`src/rtl/tlk_pkg.sv`:
```
// ============================================================================
// Module : tlk_pkg
// Shared constants, state encodings and word classifier for the TLK RX monitor.
// Rev    : 1.0
// ============================================================================
`default_nettype none

package tlk_pkg;

    localparam logic [15:0] K28_5_IDLE   = 16'hC5BC;

    localparam logic [1:0]  ST_WAIT_LOCK = 2'd0;
    localparam logic [1:0]  ST_UP        = 2'd1;
    localparam logic [1:0]  ST_RELINK    = 2'd2;

    typedef enum logic [1:0] {
        WC_IDLE    = 2'd0,
        WC_DATA    = 2'd1,
        WC_ERR     = 2'd2,
        WC_NEUTRAL = 2'd3
    } word_class_e;

    // An error flag dominates regardless of DV; a non-idle control word is neutral.
    function automatic word_class_e classify(input logic dv, input logic er,
                                             input logic [15:0] rxd);
        if (er)
            return WC_ERR;
        else if (dv)
            return WC_DATA;
        else if (rxd == K28_5_IDLE)
            return WC_IDLE;
        else
            return WC_NEUTRAL;
    endfunction

endpackage

`default_nettype wire

```
`src/rtl/tlk_rx_link_mon_if.sv`:
```
// ============================================================================
// Module : tlk_rx_link_mon_if
// TLK receive pins, monitor controls and link status bundle.
// Rev    : 1.0
// ============================================================================
`default_nettype none

interface tlk_rx_link_mon_if;
    logic        ena;
    logic        RX_DV;
    logic        RX_ER;
    logic [15:0] RXD;
    logic        clr_cnt;
    logic        link_up;
    logic        live;
    logic        sync_lost;
    logic [15:0] err_cnt;

    modport master (
        output ena, RX_DV, RX_ER, RXD, clr_cnt,
        input  link_up, live, sync_lost, err_cnt
    );

    modport slave (
        input  ena, RX_DV, RX_ER, RXD, clr_cnt,
        output link_up, live, sync_lost, err_cnt
    );
endinterface

`default_nettype wire

```
`src/rtl/tlk_run_cnt.sv`:
```
// ============================================================================
// Module : tlk_run_cnt
// Saturating consecutive-event counter; hit flags the increment reaching TC.
// Rev    : 1.0
// ============================================================================
`default_nettype none

module tlk_run_cnt
    import tlk_pkg::*;
#(
    parameter int TC = 64
) (
    input  wire logic clk,
    input  wire logic rst_n,
    input  wire logic inc,
    input  wire logic clr,
    output logic      hit
);

    localparam logic [15:0] c_tc_m1 = 16'(TC - 1);

    logic [15:0] r_cnt;

    always_ff @(posedge clk or negedge rst_n) begin
        if (!rst_n)
            r_cnt <= '0;
        else if (clr)
            r_cnt <= '0;
        else if (inc && (r_cnt != 16'hFFFF))
            r_cnt <= r_cnt + 16'd1;
    end

    // Flags the edge on which the run becomes TC, so the caller can act on it.
    assign hit = inc && !clr && (r_cnt == c_tc_m1);

endmodule

`default_nettype wire

```
`src/rtl/tlk_rx_link_mon.sv`:
```
// ============================================================================
// Module : tlk_rx_link_mon
// TLK2501 receive link monitor: lock/loss FSM, relink handshake, error count.
// Rev    : 1.0
// ============================================================================
`default_nettype none

module tlk_rx_link_mon
    import tlk_pkg::*;
#(
    parameter int LOCK_CNT   = 64,
    parameter int LOSS_CNT   = 4,
    parameter int LIVE_PULSE = 8,
    parameter int TIMEOUT    = 65000
) (
    input  wire logic          clk,
    input  wire logic          rst_n,
    tlk_rx_link_mon_if.slave   bus
);

    localparam logic [15:0] c_tmo_last  = 16'(TIMEOUT - 1);
    localparam logic [15:0] c_live_last = 16'(LIVE_PULSE - 1);

    logic        r_rx_dv;
    logic        r_rx_er;
    logic [15:0] r_rxd;
    logic [1:0]  r_state;
    logic [15:0] r_tmo;
    logic [15:0] r_live_cnt;
    logic        r_link_up;
    logic        r_live;
    logic        r_sync_lost;
    logic [15:0] r_err_cnt;

    word_class_e w_class;
    logic        w_idle_inc;
    logic        w_err_inc;
    logic        w_lock;
    logic        w_loss;
    logic [1:0]  w_state_nxt;

    always_ff @(posedge clk or negedge rst_n) begin
        if (!rst_n) begin
            r_rx_dv <= 1'b0;
            r_rx_er <= 1'b0;
            r_rxd   <= '0;
        end else begin
            r_rx_dv <= bus.RX_DV;
            r_rx_er <= bus.RX_ER;
            r_rxd   <= bus.RXD;
        end
    end

    assign w_class    = classify(r_rx_dv, r_rx_er, r_rxd);
    assign w_idle_inc = bus.ena && (r_state == ST_WAIT_LOCK) && (w_class == WC_IDLE);
    assign w_err_inc  = bus.ena && (r_state == ST_UP) && (w_class == WC_ERR);

    tlk_run_cnt #(.TC(LOCK_CNT)) u_idle_run (
        .clk   (clk),
        .rst_n (rst_n),
        .inc   (w_idle_inc),
        .clr   (!w_idle_inc),
        .hit   (w_lock)
    );

    tlk_run_cnt #(.TC(LOSS_CNT)) u_err_run (
        .clk   (clk),
        .rst_n (rst_n),
        .inc   (w_err_inc),
        .clr   (!w_err_inc),
        .hit   (w_loss)
    );

    // Lock wins over a timeout landing on the same cycle.
    always_comb begin
        w_state_nxt = r_state;
        if (!bus.ena) begin
            w_state_nxt = ST_WAIT_LOCK;
        end else begin
            case (r_state)
                ST_WAIT_LOCK: begin
                    if (w_lock)
                        w_state_nxt = ST_UP;
                    else if (r_tmo == c_tmo_last)
                        w_state_nxt = ST_RELINK;
                end
                ST_UP: begin
                    if (w_loss)
                        w_state_nxt = ST_RELINK;
                end
                ST_RELINK: begin
                    if (r_live_cnt == c_live_last)
                        w_state_nxt = ST_WAIT_LOCK;
                end
                default: w_state_nxt = ST_WAIT_LOCK;
            endcase
        end
    end

    // Outputs are registered from the next state so they change on the transition edge.
    always_ff @(posedge clk or negedge rst_n) begin
        if (!rst_n) begin
            r_state     <= ST_WAIT_LOCK;
            r_tmo       <= '0;
            r_live_cnt  <= '0;
            r_link_up   <= 1'b0;
            r_live      <= 1'b0;
            r_sync_lost <= 1'b0;
        end else begin
            r_state     <= w_state_nxt;
            r_tmo       <= ((r_state == ST_WAIT_LOCK) && (w_state_nxt == ST_WAIT_LOCK) && bus.ena)
                           ? r_tmo + 16'd1 : '0;
            r_live_cnt  <= ((r_state == ST_RELINK) && (w_state_nxt == ST_RELINK))
                           ? r_live_cnt + 16'd1 : '0;
            r_link_up   <= (w_state_nxt == ST_UP);
            r_live      <= (w_state_nxt == ST_RELINK);
            r_sync_lost <= (r_state == ST_UP) && (w_state_nxt == ST_RELINK);
        end
    end

    always_ff @(posedge clk or negedge rst_n) begin
        if (!rst_n)
            r_err_cnt <= '0;
        else if (bus.clr_cnt)
            r_err_cnt <= '0;
        else if (w_err_inc && (r_err_cnt != 16'hFFFF))
            r_err_cnt <= r_err_cnt + 16'd1;
    end

    assign bus.link_up   = r_link_up;
    assign bus.live      = r_live;
    assign bus.sync_lost = r_sync_lost;
    assign bus.err_cnt   = r_err_cnt;

endmodule

`default_nettype wire

```
`src/flat_wrapper.sv`:
```
// flat-port wrapper written by rule: the top's interface ports become plain ports
module tlk_rx_link_mon_flat import tlk_pkg::*;
#(
    parameter int LOCK_CNT   = 64,
    parameter int LOSS_CNT   = 4,
    parameter int LIVE_PULSE = 8,
    parameter int TIMEOUT    = 65000
)
  (clk, rst_n, bus_ena, bus_RX_DV, bus_RX_ER, bus_RXD, bus_clr_cnt, bus_link_up, bus_live, bus_sync_lost, bus_err_cnt);
  tlk_rx_link_mon_if bus_i ();
  input  wire logic clk;
  input  wire logic rst_n;
  input wire logic [$bits(bus_i.ena)-1:0] bus_ena;
  input wire logic [$bits(bus_i.RX_DV)-1:0] bus_RX_DV;
  input wire logic [$bits(bus_i.RX_ER)-1:0] bus_RX_ER;
  input wire logic [$bits(bus_i.RXD)-1:0] bus_RXD;
  input wire logic [$bits(bus_i.clr_cnt)-1:0] bus_clr_cnt;
  output wire logic [$bits(bus_i.link_up)-1:0] bus_link_up;
  output wire logic [$bits(bus_i.live)-1:0] bus_live;
  output wire logic [$bits(bus_i.sync_lost)-1:0] bus_sync_lost;
  output wire logic [$bits(bus_i.err_cnt)-1:0] bus_err_cnt;
  assign bus_i.ena = bus_ena;
  assign bus_i.RX_DV = bus_RX_DV;
  assign bus_i.RX_ER = bus_RX_ER;
  assign bus_i.RXD = bus_RXD;
  assign bus_i.clr_cnt = bus_clr_cnt;
  assign bus_link_up = bus_i.link_up;
  assign bus_live = bus_i.live;
  assign bus_sync_lost = bus_i.sync_lost;
  assign bus_err_cnt = bus_i.err_cnt;
  tlk_rx_link_mon #(.LOCK_CNT(LOCK_CNT), .LOSS_CNT(LOSS_CNT), .LIVE_PULSE(LIVE_PULSE), .TIMEOUT(TIMEOUT)) u_core (.clk(clk), .rst_n(rst_n), .bus(bus_i));
endmodule
```
`config.mk`:
```
export PLATFORM = sky130hd
export DESIGN_NAME = tlk_rx_link_mon_flat
export DESIGN_NICKNAME = d
export VERILOG_FILES = /design/src/rtl/tlk_pkg.sv /design/src/rtl/tlk_rx_link_mon_if.sv /design/src/rtl/tlk_run_cnt.sv /design/src/rtl/tlk_rx_link_mon.sv /design/src/flat_wrapper.sv
export SDC_FILE = /design/constraint.sdc
export NUM_CORES = 1
export LEC_CHECK = 0
export ABC_AREA = 1
export CORE_ASPECT_RATIO = 0.8
export CORE_MARGIN = 5
export CORE_UTILIZATION = 55
export DETAILED_ROUTE_END_ITERATION = 8
export HOLD_SLACK_MARGIN = 0.06
export MAX_ROUTING_LAYER = met4
export PLACE_DENSITY_LB_ADDON = 0.25
export SLEW_MARGIN = 20
export SYNTH_ARGS = -nofsm -noshare
export SYNTH_HDL_FRONTEND = slang
export SYNTH_HIERARCHICAL = 1
export SYNTH_SLANG_ARGS = --single-unit
```
`constraint.sdc`:
```
create_clock -name clk -period 5.45 [get_ports clk]
set_input_delay 1.635 -clock clk [delete_from_list [all_inputs] [get_ports clk]]
set_output_delay 1.635 -clock clk [all_outputs]
set_load 0.01 [all_outputs]
```
Fig. 1: run 1, placement by cell class
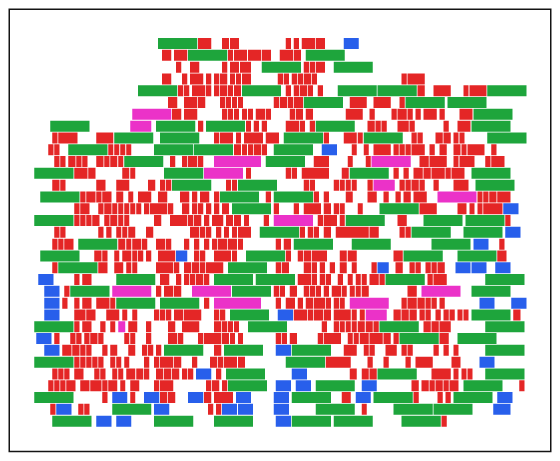
color	class	cells	share of their area
green	flip-flops	103	40%
magenta	clock drivers and dummy loads	15	5.1%
blue	other buffers and delay cells	42	6.5%
red	all other logic	617	48%

Fig. 2: run 1, cells by drive strength
The bar under the picture is 20 um long.
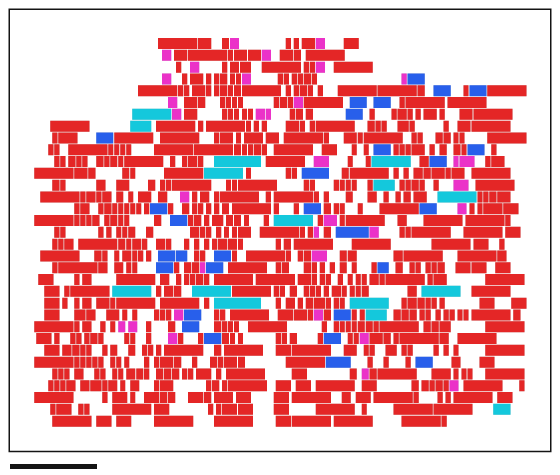
color	size	cells	share
cyan	drive 6 and up	15	1.9%
blue	drive 3 to 4	29	3.7%
red	drive 1 or less	700	90%
magenta	drive 2	33	4.2%

==> out/metrics.cfg, run 1 <==
[global_route]
gr-total-overflow = 0
grt_use_total_pct = 21.9

[setup_path]
cp-end-kind = flip-flop
arrival_ps = 4440
max_stage_delay_ps = 630

[pwr]
p_comb_mw = 0.0460
power.density_nw_per_um2 = 231

[yosys]
yosys_warnings = 6
top_logic_kind = simple AND/OR/NAND/NOR gates
synth_cell_type_count = 35

[routing]
ant_nets = 0
vias = 4994

[outcome]
status = complete, no violations

[cts]
cts_sinks = 103

[floorplan]
io_pins = 41
die_h_um = 102
tapCellCount = 140

[final_layout]
area_growth_pct = 14.9
num-nonclk-buffers = 42

[final_timing]
max_slew_margin_pct = 53.8

Fig. 3: run 1, clock network drawn from the DEF
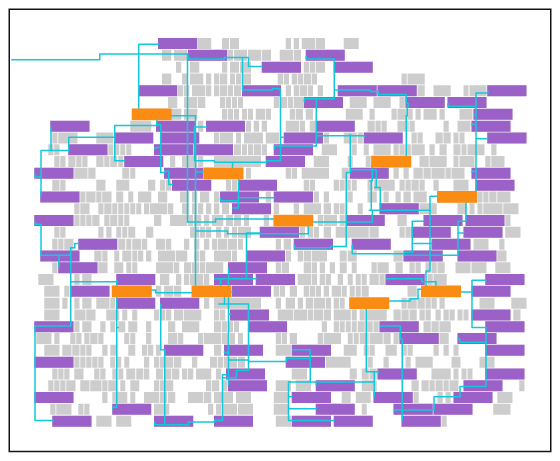
[orange] cells driving clock nets | count: 9
[purple] flip-flops | count: 103
[cyan] clock wires | length: 1240 um
flops lie	spread over the die

## run 1: layout by cell type, fill, tap and decap left out
master | Yosys | final
a21oi_1 | 8 | 8
and2_1 | 1 | 1
buf_4 | 0 | 2
buf_6 | 4 | 1
bufinv_16 | 0 | 2
clkbuf_16 | 0 | 9
clkbuf_8 | 0 | 3
clkdlybuf4s50_1 | 0 | 39
clkinv_2 | 1 | 2
dfrtp_1 | 103 | 103
ha_1 | 5 | 5
inv_1 | 72 | 72
inv_2 | 5 | 5
nand2_1 | 199 | 199
nand2_2 | 3 | 3
nand2_4 | 1 | 1
nand3_1 | 66 | 66
nand3_2 | 3 | 3
nand3_4 | 1 | 1
nand3b_1 | 3 | 3
nand4_1 | 40 | 40
nand4_4 | 1 | 1
nor2_1 | 92 | 92
nor2_2 | 16 | 16
nor2_4 | 23 | 23
nor3_1 | 10 | 10
nor3_2 | 1 | 1
nor4_1 | 5 | 5
o21a_1 | 1 | 1
o21ai_0 | 7 | 7
o21ai_1 | 8 | 8
o21ai_2 | 1 | 1
o21ai_4 | 1 | 1
o21bai_1 | 4 | 4
or2_2 | 2 | 2
xnor2_1 | 7 | 7
xor2_1 | 30 | 30
## run 1: flip-flops by register name, indices dropped and copies added (netlist names), 2 cells and up
| name | cells |
|---|---|
| u_core/r_state | 2 |
| u_core/r_live_cnt | 16 |
| u_core/u_idle_run/r_cnt | 16 |
| u_core/bus.err_cnt | 16 |
| u_core/u_err_run/r_cnt | 16 |
| u_core/r_rxd | 16 |
| u_core/r_tmo | 16 |
## run 1: worst max-delay path: cells and delay by family
family        cells  cell delay (ps)
simple gates     10             1900
buf+inv           3              880
## run 1: per-layer routing
layer	track usage, %	vias to the layer above	wire, um
met1	28.3	2389	5950
met4	5.14	0	195
met3	3.80	26	608
met5	-	-	0
li1	-	2425	-
met2	36.5	154	6060
--- run 2 (diff from run 1) ---
Settings changed: CORE_UTILIZATION 55 to 54.
Clock period 5.45 ns to 3.4 ns, I/O delays scaled along.
==> out/metrics.cfg, run 2 <==
[yosys]
synth_stat.cells = 729
ys_seq_share_pct = 44.7
synth_cell_type_count = 35  ; unchanged
synth_nets = 756

[routing]
met2_length_mm = 6.01  ; -0.94%
met3WireLength_um = 646  ; +6.3%
vias = 4988  ; -0.12%
ant_nets = 0  ; unchanged
wl_met1_mm = 5.83  ; -2.0%

[final_layout]
mostFrequentLayoutCell = nand2_1
area_growth_pct = 15.7
num-nonclk-buffers = 49  ; +17%
final_cell_mix = nand2_1, dfrtp_1, nor2_1, inv_1, nand3_1

[pwr]
combPwrFrac_pct = 3.3
power.density_nw_per_um2 = 356  ; +54%

[setup_path]
cp-end-kind = flip-flop
path_class = primary input to flip-flop
max_stage_delay_ps = 500  ; -130 ps
path_buffers = 4  ; +1

[final_timing]
max_slew_margin_pct = 60.0  ; +6.3 points

[global_route]
grt_start_max_net_pins = 59
gr-total-overflow = 0  ; unchanged

[cts]
post_cts_buffers = 0

[floorplan]
die_h_um = 102  ; +0.83%
tapCellCount = 140  ; unchanged

[outcome]
status = complete, no violations

[run 2: cell counts after synthesis]
No cell type changed its count.
[run 2: per-layer routing]
layer	GRT usage, %	vias up
li1	-	2440
met1	28.0	2373
met2	34.2	154
met3	3.97	21
met4	6.25	0
met5	-	-
[run 2: power by group through the flow]
stage | Sequential [mW] | Clock, mW | Combinational [mW]
after floorplan | 1.27 | 0 | 0.0204
after global placement | 1.27 | 0 | 0.0792
after detailed placement | 1.27 | 0 | 0.0817
after CTS | 1.24 | 1.08 | 0.0823
after global routing | 1.24 | 1.13 | 0.0903
final | 1.24 | 1.05 | 0.0794
[run 2: logic make-up after synthesis]
| group | after synthesis | synth area share [%] |
|---|---|---|
| buf+inv | 87 | 6.25 |
| simple gates | 467 | 39.3 |
| flops | 103 | 44.7 |
| fa+ha+maj | 5 | 1.09 |
| xor+xnor | 37 | 5.62 |
| compound gates | 30 | 3.08 |
[run 2: worst max path at each step]
stage | startpoint | slack (ps) | to | cells after the start
after CTS | bus_ena | 330 | u_core/r_tmo[3] | 15
after detailed placement | bus_ena | -10 | u_core/r_tmo[3] | 15
final | bus_ena | 340 | u_core/r_live_cnt[15] | 15
after global placement | bus_ena | 80 | u_core/r_live_cnt[3] | 15
after floorplan | bus_ena | 650 | u_core/r_tmo[7] | 12
after global routing | bus_ena | 130 | u_core/r_tmo[3] | 15
[run 2: stage by stage]
step           utilization, %  std cells  hold WS [ps]  setup WS (ps)
4_1_cts                  64.4        925           464            329
2_1_floorplan               -        729           431            652
6_report                 64.4        925           462            342
5_1_grt                  64.4        925           491            126
3_5_place_dp             61.4        909           455          -13.4
3_3_place_gp             61.4        909           447           81.3
Fig. 4: run 2, clock network drawn from the DEF
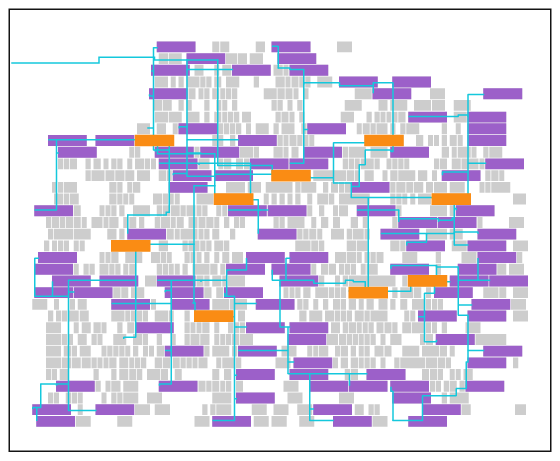
[purple] flip-flops | count: 103
[orange] cells driving clock nets | count: 9
[cyan] clock wires | length: 1200 um
flops lie	spread over the die
routed clock nets	10

No activity file was given, so power comes from the tool's default toggle rates.
